Run 1, placement by cell class:
Scale: 3 px per um. Fill, decap, tap and diode cells in gray.
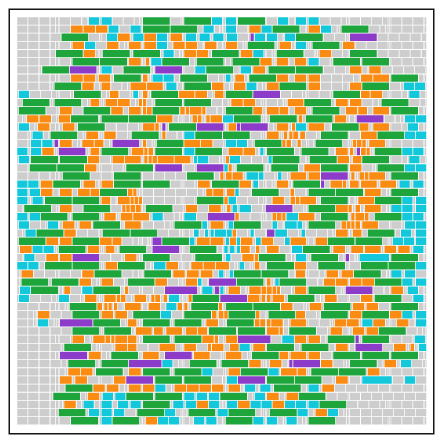
Run 1, the clock network:
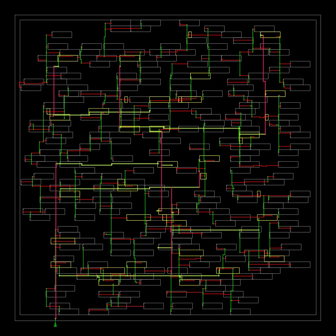
Run 1, placement density heat map:
Scale: 2 px per um. 14 x 14 tiles, from black (low) to pale yellow (high), 0 to 100% covered.
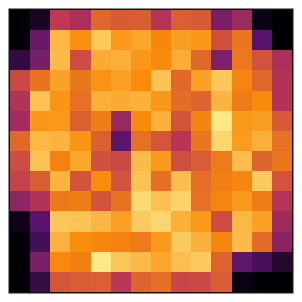
Run 1, close-up of the layout:
Window x 58 to 83, y 58 to 83 um. Cells in gray, sequential cells in the stronger gray; small squares are vias.
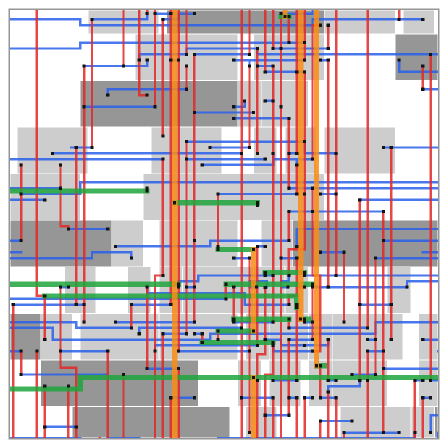
File: config.mk
export PLATFORM = sky130hd
export DESIGN_NAME = tree_input_packer
export DESIGN_NICKNAME = d
export VERILOG_FILES = /design/src/rtl/conv_acc_pkg.sv /design/src/rtl/tree_input_packer.sv
export SDC_FILE = /design/constraint.sdc
export NUM_CORES = 1
export LEC_CHECK = 0
export CORE_MARGIN = 2
export CORE_UTILIZATION = 53
export CTS_BUF_LIST = sky130_fd_sc_hd__clkbuf_16
export DETAILED_ROUTE_END_ITERATION = 12
export GPL_TIMING_DRIVEN = 0
export PLACE_DENSITY = 0.8
export SLEW_MARGIN = 20
export SYNTH_ARGS = -nofsm -noshare
export SYNTH_HDL_FRONTEND = slang
export SYNTH_SLANG_ARGS = --single-unit
File: constraint.sdc
create_clock -name clk -period 12.8 [get_ports clk]
set_input_delay 3.84 -clock clk [delete_from_list [all_inputs] [get_ports clk]]
set_output_delay 3.84 -clock clk [all_outputs]
set_load 0.01 [all_outputs]
File: src/rtl/conv_acc_pkg.sv
// ============================================================================
// Module      : conv_acc_pkg
// Description : Shared defaults, lane-vector type and sizing helper for the
//               convolution accumulator path (packer and adder tree).
// Revision    : 1.0 - initial release
// ============================================================================
`default_nettype none

package conv_acc_pkg;

    localparam int DEFAULT_WIDTH     = 32;
    localparam int DEFAULT_INPUT_NUM = 4;

    typedef logic [DEFAULT_INPUT_NUM-1:0][DEFAULT_WIDTH-1:0] lane_vec_t;

    // Width needed to hold a lane count in the range 0..lanes inclusive.
    function automatic int lane_cnt_w(input int lanes);
        return $clog2(lanes + 1);
    endfunction

endpackage

`default_nettype wire

File: src/rtl/tree_input_packer.sv
// ============================================================================
// Module      : tree_input_packer
// Description : Serial-to-parallel packer feeding the adder tree; collects
//               INPUT_NUM operands into one registered lane vector.
//               Optional build macro: PACKER_FLUSH_EN (in_last closes a
//               partial vector early).
// Revision    : 1.0 - initial release
// ============================================================================
`default_nettype none

module tree_input_packer
    import conv_acc_pkg::*;
#(
    parameter int    WIDTH     = DEFAULT_WIDTH,
    parameter int    INPUT_NUM = DEFAULT_INPUT_NUM,
    localparam int   CNT_W     = $clog2(INPUT_NUM),
    localparam int   LANES_W   = lane_cnt_w(INPUT_NUM)
) (
    input  logic                              clk,
    input  logic                              rst,
    input  logic [WIDTH-1:0]                  in_data,
    input  logic                              in_valid,
    output logic                              in_ready,
    input  logic                              in_last,
    output logic [INPUT_NUM-1:0][WIDTH-1:0]   out_data,
    output logic                              out_valid,
    input  logic                              out_ready,
    output logic [LANES_W-1:0]                out_lanes,
    output logic                              out_last
);

    localparam logic [CNT_W-1:0] CNT_MAX = CNT_W'(INPUT_NUM - 1);

    logic [CNT_W-1:0]                  cnt_q, cnt_d;
    logic [INPUT_NUM-2:0][WIDTH-1:0]   fill_q, fill_d;
    logic [INPUT_NUM-1:0][WIDTH-1:0]   out_data_q, out_data_d;
    logic                              out_valid_q, out_valid_d;
    logic [LANES_W-1:0]                out_lanes_q, out_lanes_d;
    logic                              out_last_q, out_last_d;

    logic [INPUT_NUM-1:0][WIDTH-1:0]   w_vec;
    logic                              w_last;
    logic                              w_fill_open;
    logic                              w_accept;
    logic                              w_close;
    logic                              w_xfer;

`ifdef PACKER_FLUSH_EN
    assign w_last = in_last;
`else
    logic w_unused_last;
    assign w_unused_last = in_last;
    assign w_last        = 1'b0;
`endif

    // The word can go to the fill buffer unless it is the one closing the vector.
    assign w_fill_open = (cnt_q != CNT_MAX) && !w_last;
    assign in_ready    = w_fill_open || !out_valid_q || out_ready;
    assign w_accept    = in_valid && in_ready;
    assign w_close     = w_accept && !w_fill_open;
    assign w_xfer      = out_valid_q && out_ready;

    // Closing vector: stored lanes below cnt, the live word at cnt, zeros above.
    always_comb begin
        w_vec = '0;
        for (int i = 0; i < INPUT_NUM - 1; i++) begin
            if (CNT_W'(i) < cnt_q) begin
                w_vec[i] = fill_q[i];
            end
        end
        for (int i = 0; i < INPUT_NUM; i++) begin
            if (CNT_W'(i) == cnt_q) begin
                w_vec[i] = in_data;
            end
        end
    end

    always_comb begin
        fill_d = fill_q;
        cnt_d  = cnt_q;
        if (w_close) begin
            cnt_d = '0;
        end else if (w_accept) begin
            cnt_d = cnt_q + CNT_W'(1);
            for (int i = 0; i < INPUT_NUM - 1; i++) begin
                if (CNT_W'(i) == cnt_q) begin
                    fill_d[i] = in_data;
                end
            end
        end
    end

    // A close can only happen when the slot is free, so load wins over drain.
    always_comb begin
        out_valid_d = out_valid_q;
        out_data_d  = out_data_q;
        out_lanes_d = out_lanes_q;
        out_last_d  = out_last_q;
        if (w_close) begin
            out_valid_d = 1'b1;
            out_data_d  = w_vec;
            out_lanes_d = LANES_W'(cnt_q) + LANES_W'(1);
            out_last_d  = w_last;
        end else if (w_xfer) begin
            out_valid_d = 1'b0;
        end
    end

    always_ff @(posedge clk or posedge rst) begin
        if (rst) begin
            cnt_q  <= '0;
            fill_q <= '0;
        end else begin
            cnt_q  <= cnt_d;
            fill_q <= fill_d;
        end
    end

    always_ff @(posedge clk or posedge rst) begin
        if (rst) begin
            out_valid_q <= 1'b0;
            out_data_q  <= '0;
            out_lanes_q <= '0;
            out_last_q  <= 1'b0;
        end else begin
            out_valid_q <= out_valid_d;
            out_data_q  <= out_data_d;
            out_lanes_q <= out_lanes_d;
            out_last_q  <= out_last_d;
        end
    end

    assign out_valid = out_valid_q;
    assign out_data  = out_data_q;
    assign out_lanes = out_lanes_q;
    assign out_last  = out_last_q;

endmodule

`default_nettype wire

==> flow_summary.rst, run 1 <==
Run summary
-----------

.. list-table::
   :header-rows: 1

   * - Metric
     - Value
   * - AND-OR/OR-AND Cells, Area Fraction
     - ~4.4%
   * - Count of plain and timing-repair buffers in the layout
     - ~220
   * - Critical path's largest stage delay
     - 0.58 ns
   * - Critical path cell sequence
     - clkdlybuf4s50_1, nand3b_1, clkdlybuf4s50_1
   * - Count of fill cells added during filler insertion
     - roughly 1200
   * - Routed met1 length
     - about 10 mm
   * - Launching element of the worst setup path
     - out_ready
   * - CTS root buf
     - clkbuf_16
   * - Highest signal layer in the routed design
     - met4
   * - Highest clock frequency the design can meet
     - 113 MHz
   * - Data arrival time of the critical path
     - slightly above 5 ns
   * - Design internal power
     - 2420 uW
   * - CTS Hold Buffers Added
     - 0
   * - Top cells excl fill/tap
     - 230 x dfrtp_1, 191 x mux2_2, 168 x clkdlybuf4s50_1
   * - Via Count
     - approximately 6400
   * - I/O pin total
     - 171
   * - Fraction of the mapped netlist area in adder cells
     - 0.503%
   * - Period Utilization, post-route
     - 69.4%
   * - Initial standard-cell utilization of the core
     - 53.5%
   * - Cell area after layout
     - 12800 sq um
   * - Capturing point of the worst reg2reg path
     - out_data[20]
   * - Family with the most delay on the worst path
     - buffers and inverters
   * - Top cell area share
     - 57.8%
   * - TritonCTS clock tree
     - built
   * - Sequential group share of total power
     - 37.1%
   * - Grt met3 use
     - 3.13%
   * - Worst Tran Pin Value
     - 0.802 ns
   * - Proportion of synthesized flip-flops having asynchronous set or reset
     - 100%
   * - Dominant combinational family
     - multiplexers
   * - Most instantiated flip-flop cell in the synthesis netlist
     - dfrtp_1
   * - Core area
     - 18600 sq um
   * - Number of flops mapped to enable cells by yosys
     - 0
   * - Cell with the most instances after synthesis
     - dfrtp_1
   * - Critical path start-end classification
     - input port to primary output
   * - Max FFs per register
     - 128
   * - Critical Path End Type
     - primary output
   * - Layout cell share with drive strength beyond 1
     - 33.1%
   * - Status
     - finished, final reports clean
   * - First DRT Iteration DRCs
     - 434
   * - Inverters
     - 3
   * - Critical Path Start Type
     - input port
   * - Antenna diode count
     - 0
Notes on 'placement by cell class' above:
Key: orange = combinational and other logic [cells 412, share of their area 31%]; purple = clock drivers and dummy loads [cells 41, share of their area 6.4%]; cyan = remaining buffers and delay cells [cells 217, share of their area 16%]; green = sequential cells [cells 230, share of their area 46%]

Notes on 'the clock network' above:
total clock buffers created by CTS: 24
reported clock group power: 707 uW

Notes on 'placement density heat map' above:
4.6% of the tiles are nearly empty. The fullest tile reaches 95%. 37% of the tiles are over 75% full. The mean over all tiles is 63%.

Notes on 'close-up of the layout' above:
Key: green = metal 3; red = metal 2; orange = metal 4; blue = metal 1
Sequential cells in the window: 6. Most frequent: buf_2 (10), clkbuf_1 (8), dfrtp_1 (6). Netlist names of flops here include cnt_q (2), fill_q (2). 49 logic cells have their middle in the window.

Run 1, clock wires, drivers and flops:
Scale: 4 px per um.
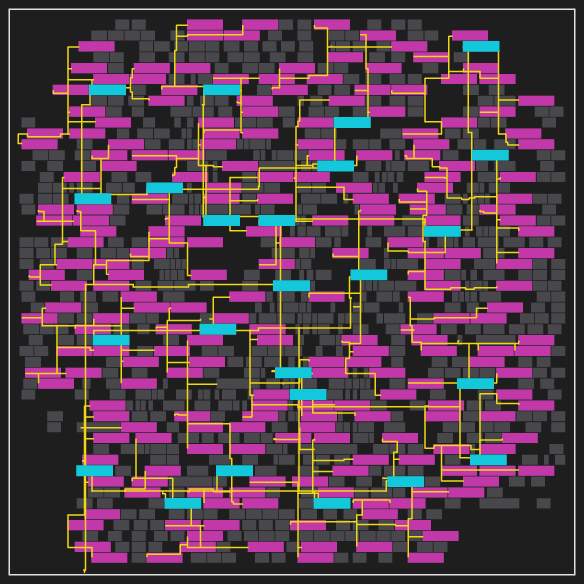

==> inputs of run 2 (changes only) <==
==> constraint.sdc (replaced) <==
create_clock -name clk -period 8.2 [get_ports clk]
set_input_delay 2.46 -clock clk [delete_from_list [all_inputs] [get_ports clk]]
set_output_delay 2.46 -clock clk [all_outputs]
set_load 0.01 [all_outputs]
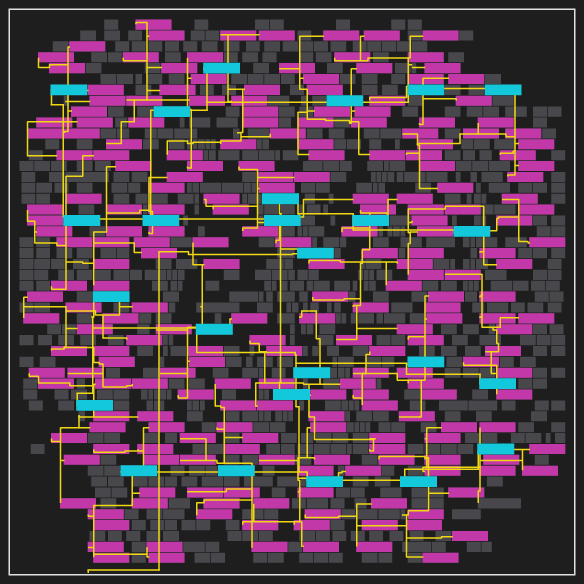
Run 2: clock wires, drivers and flops
Scale: 4 px per um.
Key: magenta = flip-flops [count 230]; cyan = clock drivers [count 25]; yellow = clock wires [length 2690 um]
Position of the flops: spread over the die. There are 26 routed clock nets.

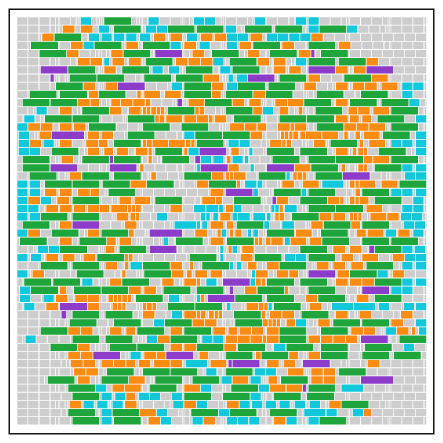
Run 2: placement by cell class
Scale: 3 px per um. Fill, decap, tap and diode cells in gray.
Key: orange = combinational and other logic [cells 412, share of their area 31%]; purple = clock drivers and dummy loads [cells 39, share of their area 6.1%]; green = sequential cells [cells 230, share of their area 46%]; cyan = remaining buffers and delay cells [cells 222, share of their area 17%]

==> run 2 against run 1 <==
Effect of this change: sequential share of layout area shrank 0.15 points; setup slack got worse by 1.8 ns; clock power increased by about 50%; critical path type unchanged; largest power group unchanged.
==> flow_summary.rst, run 2 <==
Run summary
-----------

.. list-table::
   :header-rows: 1

   * - Metric
     - Value
   * - Status
     - finished, final reports clean
   * - Layout cell share with drive strength beyond 1
     - 33.6%
   * - Fraction of the mapped netlist area in adder cells
     - 0.503%
   * - Cells after DPL
     - approximately 1100
   * - Highest signal layer in the routed design
     - met4
   * - Critical path's largest stage delay
     - slightly below 0.6 ns
   * - Critical Path Start Type
     - input port
   * - Clock buffers and inverters, area share
     - 5.94%
   * - R2r startpoint
     - cnt_q[1]
   * - CTS Hold Buffers Added
     - 0
   * - Total clock buffers created by CTS
     - 25
   * - Comb/total area
     - 30.5%
   * - Post-synthesis average cell area
     - 14.4 sq um
   * - First DRT Iteration DRCs
     - around 260
   * - Max-slew violation total from the final report
     - 0
   * - Area used by multi-input combinational logic
     - 3910 sq um
   * - Most instantiated flip-flop cell in the synthesis netlist
     - dfrtp_1
   * - I/O pin total
     - 171
   * - Reported clock group power
     - 1060 uW
   * - Cell area after layout
     - around 13000 sq um
   * - Startpoint of the lowest-slack hold path
     - fill_q[33]
   * - Critical Path End Type
     - primary output
   * - Met2 wire length
     - 12.3 mm
   * - Data arrival time of the critical path
     - approximately 3.7 ns
   * - Dominant combinational family
     - multiplexers
   * - Antenna diode count
     - 0
   * - Highest clock frequency the design can meet
     - 163 MHz
   * - Maximum number of pins on one net before global-route repair
     - 37
   * - Via Count
     - 6310
   * - Initial standard-cell utilization of the core
     - 53.5%
   * - Unrepaired setup endpoints after global routing
     - no
   * - Max FFs per register
     - ~130
   * - Period Utilization, post-route
     - 74.7%
   * - Number of nets with antenna violations after detailed routing
     - 0
   * - Hold violation total from the final report
     - 0
   * - Family with the most delay on the worst path
     - buffers and inverters
   * - Count of plain and timing-repair buffers in the layout
     - 222
   * - End point of the worst hold path
     - fill_q[33]
   * - Count of non-filler cells in the finished layout
     - 1137
   * - Core area
     - 18600 sq um
   * - Launching element of the worst setup path
     - out_ready
   * - AND-OR/OR-AND Cells, Area Fraction
     - 4.39%
   * - Reported max-cap violation count
     - 0
   * - Final estimated routing congestion in global placement
     - 0.784
   * - Net load switching power
     - 1720 uW
   * - Proportion of total power due to net switching
     - 31.5%
   * - Top cells excl fill/tap
     - 230 x dfrtp_1, 191 x mux2_2, 168 x clkdlybuf4s50_1
   * - Routed met1 length
     - 9.98 mm
   * - Yosys top cell by area
     - dfrtp_1
   * - Grt met3 use
     - 4.08%
   * - Critical path cell sequence
     - clkdlybuf4s50_1, nand3b_1, clkdlybuf4s50_1
   * - Worst Tran Pin Value
     - 0.740 ns
   * - Top cell area share
     - 57.8%
   * - Design internal power
     - roughly 3800 uW
   * - Inverters
     - 3
   * - TritonCTS clock tree
     - built
   * - Number of flops mapped to enable cells by yosys
     - 0
   * - CTS root buf
     - clkbuf_16
   * - Cell with the most instances after synthesis
     - dfrtp_1
   * - Met1 track demand over resource
     - 32.0%
   * - Slew margin rel.
     - 50.7%
   * - Count of fill cells added during filler insertion
     - between 1000 and 1500
   * - Number of cells traversed by the worst hold path
     - 1
   * - Area growth from synthesis to layout
     - 28.9%
   * - Chip Height
     - 141 um
   * - Capturing point of the worst reg2reg path
     - out_data[10]
   * - Sequential group share of total power
     - a little under two fifths
   * - Commonest cells in the synthesized netlist
     - 230 x dfrtp_1, 191 x mux2_2, 70 x nand2_1
   * - Proportion of synthesized flip-flops having asynchronous set or reset
     - 100%
   * - Critical path start-end classification
     - input port to primary output
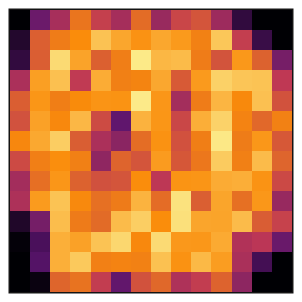
Run 2: placement density heat map
Scale: 2 px per um. 14 x 14 tiles, from black (low) to pale yellow (high), 0 to 100% covered.
The fullest tile reaches 95%. The mean over all tiles is 63%. 5.1% of the tiles are nearly empty. 40% of the tiles are over 75% full.

No activity file was given, so power comes from the tool's default toggle rates.
